Design shift_pipe, sky130hd; sources not shown.
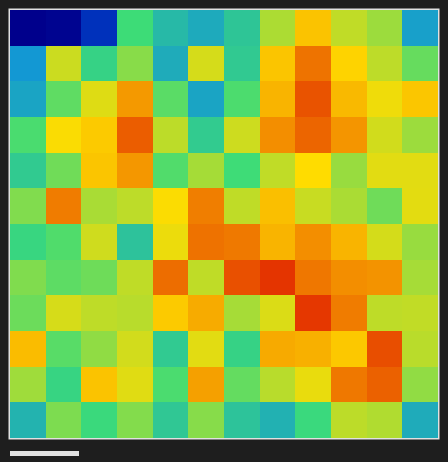
**Above:** cell density map.
The bar under the picture is 20 um long. 12 x 12 tiles, from dark blue (low) to red (high), 0 to 100% covered.
1.4% of the tiles are nearly empty. 30% of the tiles are over 75% full. The fullest tile reaches 94%. The emptiest ninth of the die: top left. The mean over all tiles is 65%.
Initial Util: 0.604
Core Util, Final: 0.700

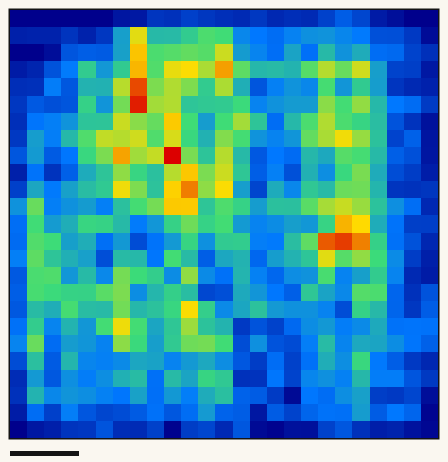
**Above:** wire density map.
The bar under the picture is 20 um long. 25 x 25 tiles, from dark blue (low) to red (high), scaled to the fullest tile. Values are wire area over tile area, all layers added.
The fullest tile reaches 0.86. The emptiest ninth of the die: bottom right. 20% of the tiles are over half the peak.
via count: 9522
drt wl/cell: 16.6 um

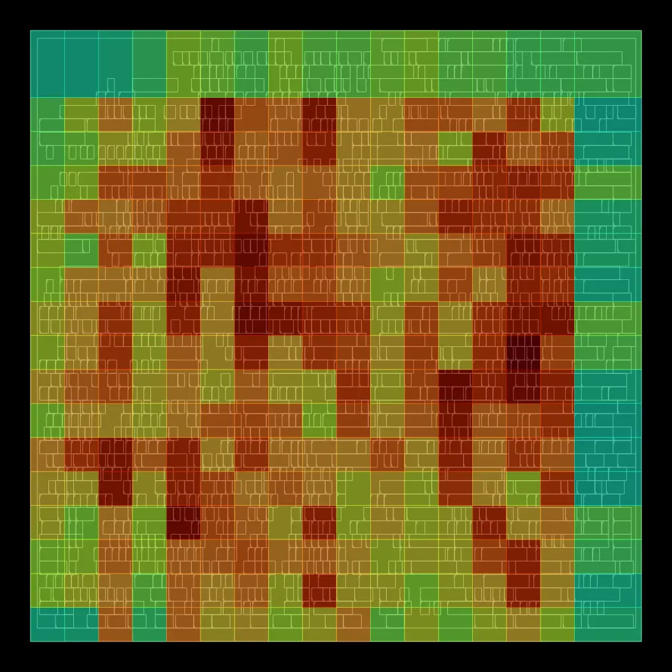
**Above:** congestion heat map.
met1 Use GR: 0.455
Total GRT Usage: 0.357
met3 global-route usage: 0.0723

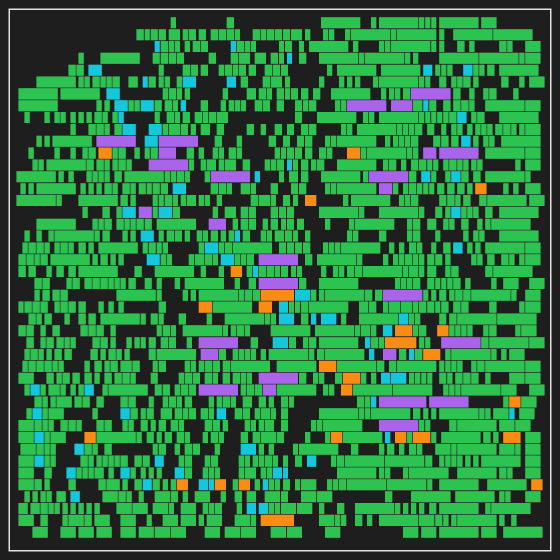
**Above:** drive-strength map.
Key: cyan = _2 cells [cells 74, share 5.2%]; orange = _3 and _4 cells [cells 26, share 1.8%]; green = _0 and _1 cells [cells 1286, share 91%]; purple = _6 and larger [cells 27, share 1.9%]
synthesis-to-finish area growth: 16.0%
Setup WS post-layout: 0.965 ns
Layout Cell Area excl Fill: 10200 um2
Non-clk bufs: 99

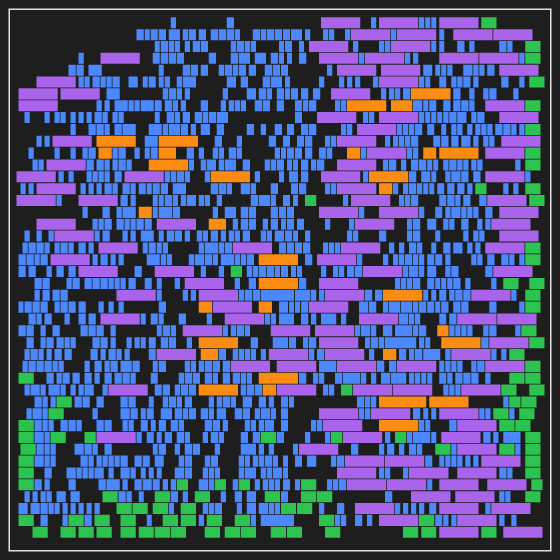
**Above:** placed cells, one color a class.
Key: green = remaining buffers and delay cells [cells 99]; purple = sequential cells [cells 125]; orange = clock drivers and dummy loads [cells 32]; blue = combinational and other logic [cells 1157]
sequential cell area share: 0.307
count of standard-cell rows: 44
core area: 14500 um2

==> results.sh <==
# flow metrics
export IMPL_synth_nets=1412
export IMPL_rsz0062_at_grt="false"
export IMPL_post_cts_buffers=0
export IMPL_hold_viol=0
export IMPL_cap_violations=0
export IMPL_hold_buffers=0
export IMPL_status="complete, no violations"
export IMPL_synth_area_um2=8780
export IMPL_io_pin_count=89
export IMPL_drt_total_wl_um=26400
export IMPL_viasPerCell=5.96
export IMPL_min_period_ns=3.43
export IMPL_post_cts_resized=0
export IMPL_top_cell="nand2_1"
export IMPL_htree_levels=4
export IMPL_setup_violations=0
export IMPL_p_leak_uw=0.00475
export IMPL_grt_ovfl_total=0
export IMPL_cts_buffers=17
export IMPL_hp_class="input port to async pin"
export IMPL_cts_root_buffer="clkbuf_16"
export IMPL_netlist_instances=1363
export IMPL_yosys_cells=1363
export IMPL_ff2ff_setup_slack_ns=1.20
export IMPL_ys_sh_mux=0
export IMPL_cts_max_path_buffers=2
export IMPL_synthDistinctLibCells=33
export IMPL_synthAoiAreaFrac=0.215
export IMPL_common_cells="nand2_1, a21oi_1, dfrtp_1"
export IMPL_synth_cellmix_simpleShare=0.352
export IMPL_die_y_um=124
export IMPL_r2r_cells=7
export IMPL_cts_tree="built"
export IMPL_slew_violations=0
export IMPL_power_density_nw_per_um2=503
export IMPL_largest_reg_flops=64
export IMPL_io_buffers=88
export IMPL_ys_async_sr_fraction=1.00
export IMPL_dp_hpwl_um=18400
export IMPL_die_w_um=124
export IMPL_fin_nets=1449
export IMPL_n_antenna_cell=0
export IMPL_crit_path_end_kind="output pin"
export IMPL_timing_hold_ws_ns=0.206
export IMPL_edf_count=0
export IMPL_fa_ha_area_frac=0
export IMPL_cp_max_fo=15
export IMPL_placed_area_um2=9590
export IMPL_clkSinkCount=125
export IMPL_finalCritPeriodShare=0.781
export IMPL_ys_seq_share=0.356
export IMPL_cp_required_ns=3.59
export IMPL_grt_antenna_before_repair=0
export IMPL_final_setup_tns_ns=0
report_power, final:
| part | internal, uW | switching (uW) | leakage, uW |
|---|---|---|---|
| clock | 815 | 590 | 0.000288 |
| sequential | 1440 | 312 | 0.00149 |
| combinational | 704 | 1260 | 0.00297 |
per-stage QoR:
step / util / power [uW] / cells
global route: 0.700 / 5430 / 1597
detailed placement: 0.660 / 3660 / 1565
CTS: 0.700 / 5080 / 1597
global placement: 0.660 / 3620 / 1565
floorplan: - / 2970 / 1363
finish: 0.700 / 5120 / 1597
critical path, stage by stage:
cell	delay, ns
clkdlybuf4s50_1	0.50
nor2_4	0.05
inv_2	0.13
nor2_4	0.05
inv_2	0.13
nor2_4	0.05
inv_1	0.35
clkdlybuf4s50_1	0.70
logic make-up after synthesis:
kind of cell,count (synthesis)
AND-OR/OR-AND,355
buffers and inverters,154
flip-flops,125
AND/OR/NAND/NOR,729
metal layers:
layer / GRT usage / share of wire
met4: 0.167 / 0.045
met1: 0.455 / 0.40
met2: 0.583 / 0.48
met3: 0.0723 / 0.074
met5: 0 / 0
placed cells by master, fill, tap and decap left out, drive strengths merged, types with 5 or more instances in the layout:
cell type / netlist / layout
nand2: 527 / 527
buf: 49 / 12
or2: 38 / 38
nor2: 54 / 54
dfrtp: 125 / 125
o21ai: 211 / 211
inv: 72 / 80
a21oi: 125 / 125
nand4: 10 / 10
clkbuf: 32 / 18
nand3: 98 / 98
clkdlybuf4s50: 0 / 87
o211ai: 15 / 15
clkinv: 1 / 5
final cells by class:
type	count	area [um2]	share of cell area
clock inverter	14	150	0.0147
timing repair buffer	99	961	0.0944
clock buffer	18	439	0.0431
inverter	73	274	0.0269
tap	184	230	0.0226
sequential	125	3130	0.307
multi-input combinational	1084	5000	0.491
Power is estimated from default activity; no workload was simulated.
